Run 1, PDN straps and rails:
Drawn at 6 px/um. Pins as bars on the die edge.
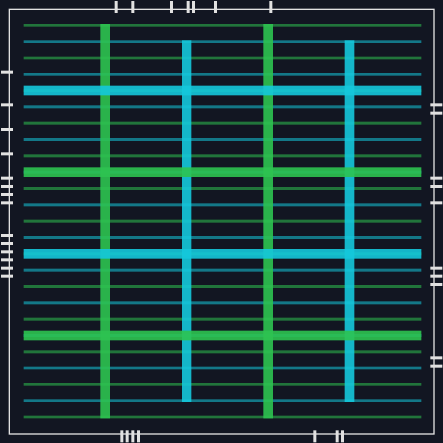
Run 1, placement by cell class:
Drawn at 4 px/um. Fill, decap, tap and diode cells in grey.
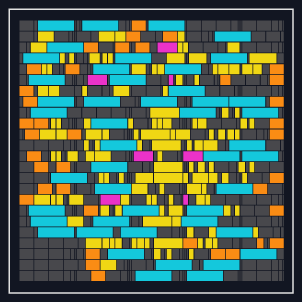
Run 1, clock wires, drivers and flops:
Drawn at 8 px/um.
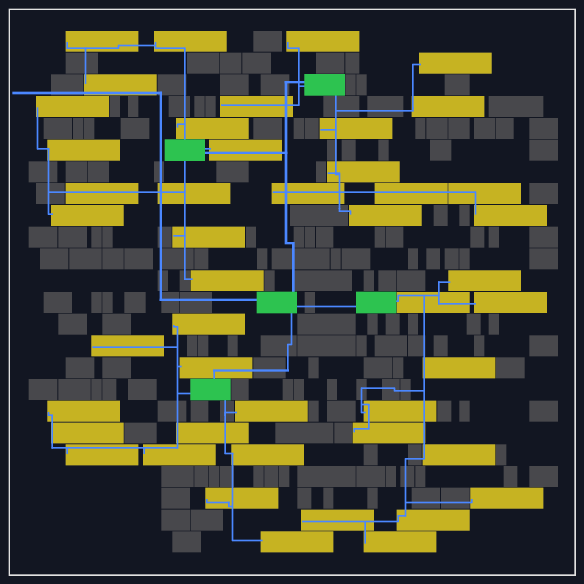
==> config.mk <==
export PLATFORM = sky130hd
export DESIGN_NAME = seq_restoring_divider
export DESIGN_NICKNAME = d
export VERILOG_FILES = /design/src/rtl/seq_restoring_divider_pkg.sv /design/src/rtl/seq_restoring_divider_sub_ripple.sv /design/src/rtl/seq_restoring_divider.sv
export SDC_FILE = /design/constraint.sdc
export NUM_CORES = 1
export LEC_CHECK = 0
export ABC_AREA = 0
export CORE_MARGIN = 2
export CORE_UTILIZATION = 47
export CTS_CLUSTER_SIZE = 14
export DETAILED_ROUTE_END_ITERATION = 12
export PLACE_DENSITY_LB_ADDON = 0.12
export SYNTH_ARGS = -nofsm -noshare
export SYNTH_HDL_FRONTEND = slang
export SYNTH_SLANG_ARGS = --single-unit
==> constraint.sdc <==
create_clock -name clk -period 7.6 [get_ports clk]
set_input_delay 1.52 -clock clk [delete_from_list [all_inputs] [get_ports clk]]
set_output_delay 1.52 -clock clk [all_outputs]
set_load 0.005 [all_outputs]
==> src/rtl/seq_restoring_divider_pkg.sv <==
// Shared definitions for the sequential restoring divider: FSM encoding,
// counter sizing and the add/sub slice used by the trial subtractor.
package seq_restoring_divider_pkg;

    typedef enum logic [1:0] {
        S_IDLE = 2'd0,
        S_RUN  = 2'd1,
        S_DONE = 2'd2
    } div_state_e;

    // Step counter only has to reach WIDTH-1.
    function automatic int cnt_w(input int width);
        return (width > 2) ? $clog2(width) : 1;
    endfunction

    // One add/sub slice: mode=1 inverts b so that a chain with carry-in 1 subtracts.
    function automatic logic slice_sum(input logic a, input logic b, input logic cin,
                                       input logic mode);
        logic bx;
        bx = b ^ mode;
        return a ^ bx ^ cin;
    endfunction

    function automatic logic slice_carry(input logic a, input logic b, input logic cin,
                                         input logic mode);
        logic bx;
        bx = b ^ mode;
        return (a & bx) | (cin & (a ^ bx));
    endfunction

endpackage

==> src/rtl/seq_restoring_divider_sub_ripple.sv <==
// Ripple subtractor a - b over zero-extended WIDTH+1-bit operands; borrow is
// the inverted carry-out of the extra top slice.
module sub_ripple
    import seq_restoring_divider_pkg::*;
#(
    parameter int WIDTH = 8
) (
    input  logic [WIDTH-1:0] a,
    input  logic [WIDTH-1:0] b,
    output logic [WIDTH-1:0] diff,
    output logic             borrow
);

    logic cy;

    always_comb begin
        diff = '0;
        cy   = 1'b1;
        for (int i = 0; i < WIDTH; i++) begin
            diff[i] = slice_sum(a[i], b[i], cy, 1'b1);
            cy      = slice_carry(a[i], b[i], cy, 1'b1);
        end
        // Zero-extension slice: only its carry matters.
        cy     = slice_carry(1'b0, 1'b0, cy, 1'b1);
        borrow = ~cy;
    end

endmodule

==> src/rtl/seq_restoring_divider.sv <==
// Multi-cycle unsigned restoring divider, one quotient bit per clock.
// Optional: DIV_ZERO_FAST_EN sends a zero-divisor request straight to DONE.
module seq_restoring_divider
    import seq_restoring_divider_pkg::*;
#(
    parameter int WIDTH = 8
) (
    input  logic             clk,
    input  logic             rst_n,
    input  logic             start,
    input  logic [WIDTH-1:0] dividend,
    input  logic [WIDTH-1:0] divisor,
    output logic             busy,
    output logic             done,
    output logic [WIDTH-1:0] quotient,
    output logic [WIDTH-1:0] remainder,
    output logic             div_by_zero
);

    localparam int CNT_W = cnt_w(WIDTH);
    localparam logic [CNT_W-1:0] LAST_CNT = CNT_W'(WIDTH - 1);

    div_state_e       state_q, state_d;
    logic [WIDTH-1:0] r_q, r_d, q_q, q_d, d_q, d_d;
    logic [CNT_W-1:0] cnt_q, cnt_d;
    logic             dz_run_q, dz_run_d;
    logic [WIDTH-1:0] quot_q, quot_d, rem_q, rem_d;
    logic             dbz_q, dbz_d;

    logic [WIDTH-1:0] r_shift, t_diff;
    logic             t_borrow, accept, zero_div;

    assign accept   = (state_q == S_IDLE) && start;
    assign zero_div = (divisor == '0);
    assign r_shift  = {r_q[WIDTH-2:0], q_q[WIDTH-1]};

    sub_ripple #(.WIDTH(WIDTH)) u_sub (
        .a      (r_shift),
        .b      (d_q),
        .diff   (t_diff),
        .borrow (t_borrow)
    );

    always_ff @(posedge clk or negedge rst_n) begin
        if (!rst_n) begin
            state_q  <= S_IDLE;
            r_q      <= '0;
            q_q      <= '0;
            d_q      <= '0;
            cnt_q    <= '0;
            dz_run_q <= 1'b0;
            quot_q   <= '0;
            rem_q    <= '0;
            dbz_q    <= 1'b0;
        end else begin
            state_q  <= state_d;
            r_q      <= r_d;
            q_q      <= q_d;
            d_q      <= d_d;
            cnt_q    <= cnt_d;
            dz_run_q <= dz_run_d;
            quot_q   <= quot_d;
            rem_q    <= rem_d;
            dbz_q    <= dbz_d;
        end
    end

    always_comb begin
        state_d = state_q;
        case (state_q)
            S_IDLE: begin
                if (start) begin
`ifdef DIV_ZERO_FAST_EN
                    state_d = zero_div ? S_DONE : S_RUN;
`else
                    state_d = S_RUN;
`endif
                end
            end
            S_RUN:   if (cnt_q == LAST_CNT) state_d = S_DONE;
            S_DONE:  state_d = S_IDLE;
            default: state_d = S_IDLE;
        endcase
    end

    // Datapath: results are only published on the transition into DONE.
    always_comb begin
        r_d      = r_q;
        q_d      = q_q;
        d_d      = d_q;
        cnt_d    = cnt_q;
        dz_run_d = dz_run_q;
        quot_d   = quot_q;
        rem_d    = rem_q;
        dbz_d    = dbz_q;
        if (accept) begin
            r_d      = '0;
            q_d      = dividend;
            d_d      = divisor;
            cnt_d    = '0;
            dz_run_d = zero_div;
`ifdef DIV_ZERO_FAST_EN
            if (zero_div) begin
                quot_d = '1;
                rem_d  = dividend;
                dbz_d  = 1'b1;
            end
`endif
        end else if (state_q == S_RUN) begin
            r_d   = t_borrow ? r_shift : t_diff;
            q_d   = {q_q[WIDTH-2:0], ~t_borrow};
            cnt_d = cnt_q + CNT_W'(1);
            if (cnt_q == LAST_CNT) begin
                quot_d = q_d;
                rem_d  = r_d;
                dbz_d  = dz_run_q;
            end
        end
    end

    always_comb begin
        busy        = (state_q == S_RUN);
        done        = (state_q == S_DONE);
        quotient    = quot_q;
        remainder   = rem_q;
        div_by_zero = dbz_q;
    end

endmodule

==> job_summary.md, run 1 <==
## Synthesis and layout report

| Metric | Value |
|---|---|
| Signal inverters | `15` |
| Cell Int Power | `slightly below 700 uW` |
| Mean Syn Cell Area | `11.3 um2` |
| Met3 wire len | `between 150 and 200 um` |
| Multiplexer share | `9.44%` |
| Top_reg_cell synth | `dfrtp_1` |
| Post-DP Area | `0.00245 mm2` |
| EDFF count, synth | `0` |
| Flop count | `46` |
| Most frequent cells in the layout | `46 x dfrtp_1, 39 x nand2_1, 36 x clkdlybuf4s50_1` |
| Largest net degree at the start of global routing | `47` |
| # clk buffers | `7` |
| Post-CTS Setup Bufs | `0` |
| M3 GR Usage | `approximately 5%` |
| # resized after CTS | `0` |
| Worst Setup EP | `r_q[3]` |
| Seq group | `435 uW` |
| Power per cell area | `429 mW/mm2` |
| GRT busiest layer | `met2` |
| Worst-case hold path end point | `q_q[7]` |
| R2R cell count | `15` |
| Non-clk bufs | `38` |
| Layout cell share with drive strength beyond 1 | `10.0%` |
| Cell chain of the critical path | `inv_1, ha_1, inv_1, fa_1, fa_1, inv_1, fa_1, fa_1, inv_1, fa_1, fa_1, inv_1, fa_1, mux2_2, o22ai_1` |
| HP Class | `reg -> reg` |
| Wire per inst | `13.9 um` |
| Final period util | `50.0%` |
| Grt ovf | `0` |
| Fp_density | `48.1%` |
| Ys cells | `184` |
| # IOs | `38` |
| Logic area | `810 um2` |
| Status | `finished clean` |
| Initial antenna violation count | `0` |
| Levels on crit path | `15` |
| Yosys xor share | `0%` |
| P_leak | `between 0.001 and 0.0015 uW` |
| Cell area after synthesis | `0.00208 mm2` |
| Critical path peak fanout | `12` |
| Reg2Reg Capture Point | `r_q[3]` |
| Combinational gate power | `between 500 and 600 uW` |
| DR vias | `1404` |
| Fin nets | `249` |
| FILL cells | `369` |
| Commonest Layout Cell | `dfrtp_1` |
| GRT Total Usage | `16.9%` |
| Ys async rst share | `100%` |
| R2R Path Start | `q_q[7]` |
| Layout area overhead | `21.6%` |
| Total routed wirelength | `roughly 3800 um` |
| Clock Pin Slew Worst Setup and Hold Paths | `80 ps` |
| GR Layer Usage met1 | `22.3%` |
| Tally of OpenROAD warnings | `26` |
| Crit path top cell by count | `fa_1` |
| Critical path class | `reg -> reg` |
| Root buf cell | `clkbuf_8` |
| Number of global-route vias before repair | `1444` |
| Top sig layer | `met4` |
| Area leader, netlist | `dfrtp_1` |
| WL met2 | `1740 um` |
| Tmin final | `3800 ps` |
## Picture notes: 'PDN straps and rails'
[cyan] VDD
[green] VSS
met4 straps: 4
signal pins: 38
Die Height: 70.6 um
Peak VDD IR: 0.000161 V
DIE WIDTH: 70.6 um

## Picture notes: 'placement by cell class'
[cyan] registers | cells: 46
[yellow] remaining logic cells | cells: 129
[magenta] clock drivers and dummy loads | cells: 7
[orange] remaining buffers and delay cells | cells: 38
design area: 0.00253 mm2
FP Rows: 24
sequential share of cell area: 45.5%
Core Footprint: 0.00432 mm2
fin util: 58.5%

## Picture notes: 'clock wires, drivers and flops'
[blue] clock wires | length: 485 um
[yellow] flip-flops | count: 46
[green] clock-net drivers | count: 5
routed clock nets: 6
clock latency at the later pin of the worst-skew pair: 290 ps
Clk network pwr share: 12.4%
clock network power: 134 uW

Run 1, wiring by layer:
Drawn at 6 px/um. Two of the layers only.
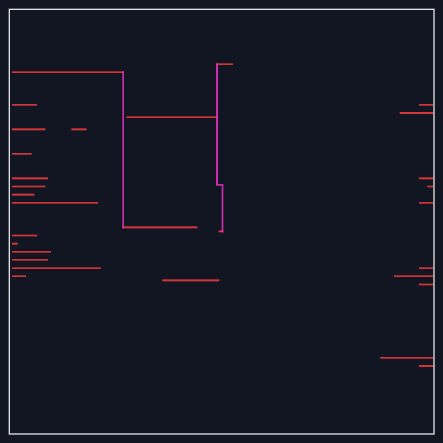

==> run 2: changes to the inputs <==
Clock period 7.6 ns to 3.7 ns, I/O delays scaled along.
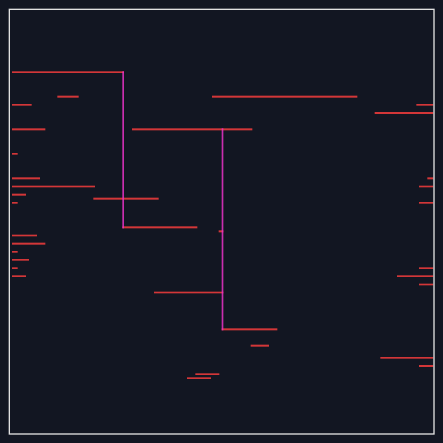
Run 2: wiring by layer
Drawn at 6 px/um. Two of the layers only.
[red] M3 | wire length: 201 um
[magenta] M4 | wire length: 59.2 um
wire per inst: 14.5 um
DR vias: 1451
total routed wirelength: 3980 um
GRT Total Usage: 17.8%

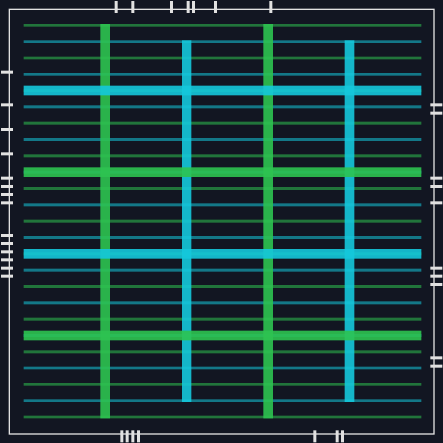
Run 2: PDN straps and rails
Drawn at 6 px/um. Pins as bars on the die edge.
[green] VSS
[cyan] VDD
met1 rails: 25
signal pins: 38
met4 straps: 4
Peak VDD IR: 0.000367 V

==> run 2 against run 1 <==
Compared with the run above:
- sequential power grew 110%
- cell count rose by 1.1%
- register-to-register slack lost 3700 ps
- count of clock-buffer cells in the layout is the same
- combinational power grew 120%
- sequential share of layout area down 1.1 points
- first-iteration DRC count fell by 51%
- non-clock buffer count up 2
- critical path type unchanged
- largest cell class unchanged
==> job_summary.md, run 2 <==
## Synthesis and layout report

| Metric | Value |
|---|---|
| Final period util | `between 90% and 100%` |
| Reg2Reg Capture Point | `r_q[0]` |
| DIE WIDTH | `70.6 um` |
| Mean Syn Cell Area | `11.3 um2` |
| Core Footprint | `0.00432 mm2` |
| Area leader, netlist | `dfrtp_1` |
| Clock network power | `307 uW` |
| Cell Int Power | `1500 uW` |
| Root buf cell | `clkbuf_8` |
| Die Height | `70.6 um` |
| Final setup margin | `135 ps` |
| # resized after CTS | `0` |
| Number of global-route vias before repair | `1477` |
| Slew at the pin closest to its max-slew limit | `1100 ps` |
| Crit-path leading delay family | `adder cells` |
| Crit path buf inv count | `6` |
| Met3 wire len | `around 200 um` |
| GR Layer Usage met1 | `24.2%` |
| Yosys xor share | `0%` |
| Critical path class | `reg -> reg` |
| Flop count | `46` |
| Design area | `0.00260 mm2` |
| HP Class | `reg -> reg` |
| Comb area leader | `AND-OR/OR-AND gates` |
| Sequential share of cell area | `between 40% and 50%` |
| Logic area | `832 um2` |
| Fp_density | `around half` |
| Layout cell share with drive strength beyond 1 | `14.8%` |
| Largest net degree at the start of global routing | `47` |
| Hold Path Origin | `q_q[7]` |
| R2R cell count | `16` |
| M3 GR Usage | `5.27%` |
| Grt ovf | `0` |
| WHS | `480 ps` |
| Worst Setup End Kind | `flop` |
| Post-CTS Setup Bufs | `0` |
| Tally of OpenROAD warnings | `26` |
| Clock latency at the later pin of the worst-skew pair | `approximately 290 ps` |
| FILL cells | `around 380` |
| R2R Path Start | `q_q[7]` |
| Worst Setup EP | `r_q[0]` |
| GP Congestion | `between 0.7 and 0.8` |
| Post-synth top cells | `46 x dfrtp_1, 39 x nand2_1, 17 x o21ai_0, 14 x inv_1, 12 x mux2_2` |
| IO Port Bufs | `37` |
| Layout area overhead | `24.7%` |
| Net Sw Power | `859 uW` |
| Worst Path Required | `3910 ps` |
| Sw frac | `36.4%` |
| Post-DP Area | `0.00248 mm2` |
| Status | `finished clean` |
| CTS H-tree lvls | `2` |
| Top_reg_cell synth | `dfrtp_1` |
| Clock Pin Slew Worst Setup and Hold Paths | `about 80 ps` |
| EDFF count, synth | `0` |
| P_leak | `around 0.0012 uW` |
| Ys cells | `184` |
| WL met2 | `between 1500 and 2000 um` |
| Seq group | `about 900 uW` |
| Commonest Layout Cell | `dfrtp_1` |
| Unique cell types | `26` |
| Top sig layer | `met4` |
| Levels on crit path | `16` |
| Fin nets | `251` |
| Most frequent cells in the layout | `46 x dfrtp_1, 39 x nand2_1, 36 x clkdlybuf4s50_1` |
| Power per cell area | `908 mW/mm2` |
| Clock Tree Buf Depth | `2` |
| Signal inverters | `15` |
| # IOs | `38` |
| Combinational gate power | `around 1200 uW` |
| Clk network pwr share | `13.0%` |
| Initial antenna violation count | `0` |
| Post-cts hold-fix buffer tally | `0` |
| Clock buffer count from CTS | `5` |
| Ys async rst share | `100%` |
| Multiplexer share | `9.44%` |
| Worst-case hold path end point | `q_q[7]` |
| GRT busiest layer | `met2` |
| Fin util | `60.0%` |
| Critical path peak fanout | `12` |
| Non-clk bufs | `40` |
| FP Rows | `24` |
| Tmin final | `3560 ps` |
| # clk buffers | `7` |
| Cell area after synthesis | `0.00208 mm2` |
| Cell chain of the critical path | `inv_1, ha_1, inv_1, fa_2, fa_1, inv_1, fa_2, fa_1, inv_1, fa_1, fa_2, inv_2, fa_2, buf_12, mux2_2, o22ai_2` |
==> run 3: changes to the inputs <==
Settings changed: CAP_MARGIN from default to 20.
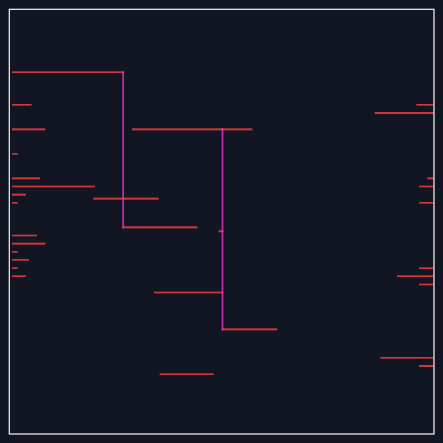
Run 3: wiring by layer
Drawn at 6 px/um. Two of the layers only.
[red] M3 | wire length: 172 um
[magenta] M4 | wire length: 59.2 um
wire per inst: 14.3 um
DR vias: 1452

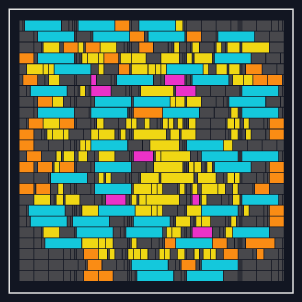
Run 3: placement by cell class
Drawn at 4 px/um. Fill, decap, tap and diode cells in grey.
[orange] remaining buffers and delay cells | cells: 42
[cyan] registers | cells: 46
[yellow] remaining logic cells | cells: 129
[magenta] clock drivers and dummy loads | cells: 8
sequential share of cell area: 43.8%
design area: 0.00263 mm2
fin util: 60.8%

==> run 3 against run 2 <==
Compared with the run above:
- clock power about the same
- register-to-register slack about the same
- synthesized area unchanged
- clock skew about the same
- setup slack unchanged
- largest cell class unchanged
- worst hold slack got worse by 88 ps
==> job_summary.md, run 3 <==
## Synthesis and layout report

| Metric | Value |
|---|---|
| Status | `finished clean` |
| Worst Path Required | `3910 ps` |
| Layout area overhead | `26.2%` |
| Met3 wire len | `between 150 and 200 um` |
| CP arrival | `3780 ps` |
| Tmin final | `between 3000 and 4000 ps` |
| Peak VDD IR | `0.000366 V` |
| Post-DP Area | `~0.0025 mm2` |
| GRT busiest layer | `met2` |
| Max Fclk | `around 280 MHz` |
| Top_reg_cell synth | `dfrtp_1` |
| Clock network power | `307 uW` |
| IO Port Bufs | `37` |
| Critical path class | `reg -> reg` |
| Worst Setup EP | `r_q[0]` |
| Layout cell share with drive strength beyond 1 | `15.6%` |
| Critical path peak fanout | `12` |
| R2R cell count | `16` |
| Non-clk bufs | `42` |
| GR Layer Usage met1 | `between 20% and 30%` |
| Ys async rst share | `100%` |
| Net Sw Power | `roughly 860 uW` |
| Core Footprint | `0.00432 mm2` |
| FP Rows | `24` |
| Yosys xor share | `0%` |
| GP Congestion | `approximately 0.75` |
| GRT Total Usage | `17.8%` |
| Post-cts hold-fix buffer tally | `0` |
| CTS H-tree lvls | `2` |
| CP startpoint kind | `flop` |
| WL met2 | `roughly 1900 um` |
| Flop count | `46` |
| Fin nets | `253` |
| Grt ovf | `0` |
| Root buf cell | `clkbuf_8` |
| Tally of OpenROAD warnings | `26` |
| FILL cells | `around 380` |
| Post-Layout Cell Count | `277` |
| Final setup margin | `between 100 and 150 ps` |
| Signal inverters | `15` |
| Initial antenna violation count | `0` |
| Seq group | `899 uW` |
| Fin Setup TNS | `0 ps` |
| R2R Path Start | `q_q[7]` |
| Ys cells | `184` |
| Most frequent cells in the layout | `46 x dfrtp_1, 39 x nand2_1, 36 x clkdlybuf4s50_1` |
| Fp_density | `48.1%` |
| Levels on crit path | `16` |
| Power per cell area | `roughly 900 mW/mm2` |
| Logic area | `832 um2` |
| Reg2Reg Capture Point | `r_q[0]` |
| Crit-path leading delay family | `adder cells` |
| Commonest Layout Cell | `dfrtp_1` |
| Sw frac | `36.4%` |
| Cell area after synthesis | `0.00208 mm2` |
| P_leak | `0.00119 uW` |
| Post-DP HPWL | `2870 um` |
| Combinational gate power | `1160 uW` |
| Post-CTS Setup Bufs | `0` |
| Clk network pwr share | `13.0%` |
| Final hold viol count | `0` |
| Worst Setup End Kind | `flop` |
| Post-synth top cells | `46 x dfrtp_1, 39 x nand2_1, 17 x o21ai_0, 14 x inv_1, 12 x mux2_2` |
| M3 GR Usage | `5.27%` |
| Cell Int Power | `1500 uW` |
| DIE WIDTH | `70.6 um` |
| Clock buffer count from CTS | `5` |
| Multiplexer share | `9.44%` |
| Largest net degree at the start of global routing | `between 40 and 50` |
| Comb area leader | `AND-OR/OR-AND gates` |
| Total routed wirelength | `3970 um` |
| Final period util | `96.3%` |
| # IOs | `38` |
| HP Class | `in -> async` |
| Complex Gates by Area | `between 10% and 20%` |
| Clock Tree Buf Depth | `2` |
| Crit path buf inv count | `6` |
| Area leader, netlist | `dfrtp_1` |
| Number of global-route vias before repair | `1477` |
| # resized after CTS | `0` |
| EDFF count, synth | `0` |
| Clock latency at the later pin of the worst-skew pair | `290 ps` |
| Cell chain of the critical path | `inv_1, ha_1, inv_1, fa_2, fa_1, inv_1, fa_2, fa_1, inv_1, fa_1, fa_2, inv_2, fa_2, buf_12, mux2_2, o22ai_2` |
| Die Height | `70.6 um` |
| # clk buffers | `7` |
Power and IR drop assume default switching activity.
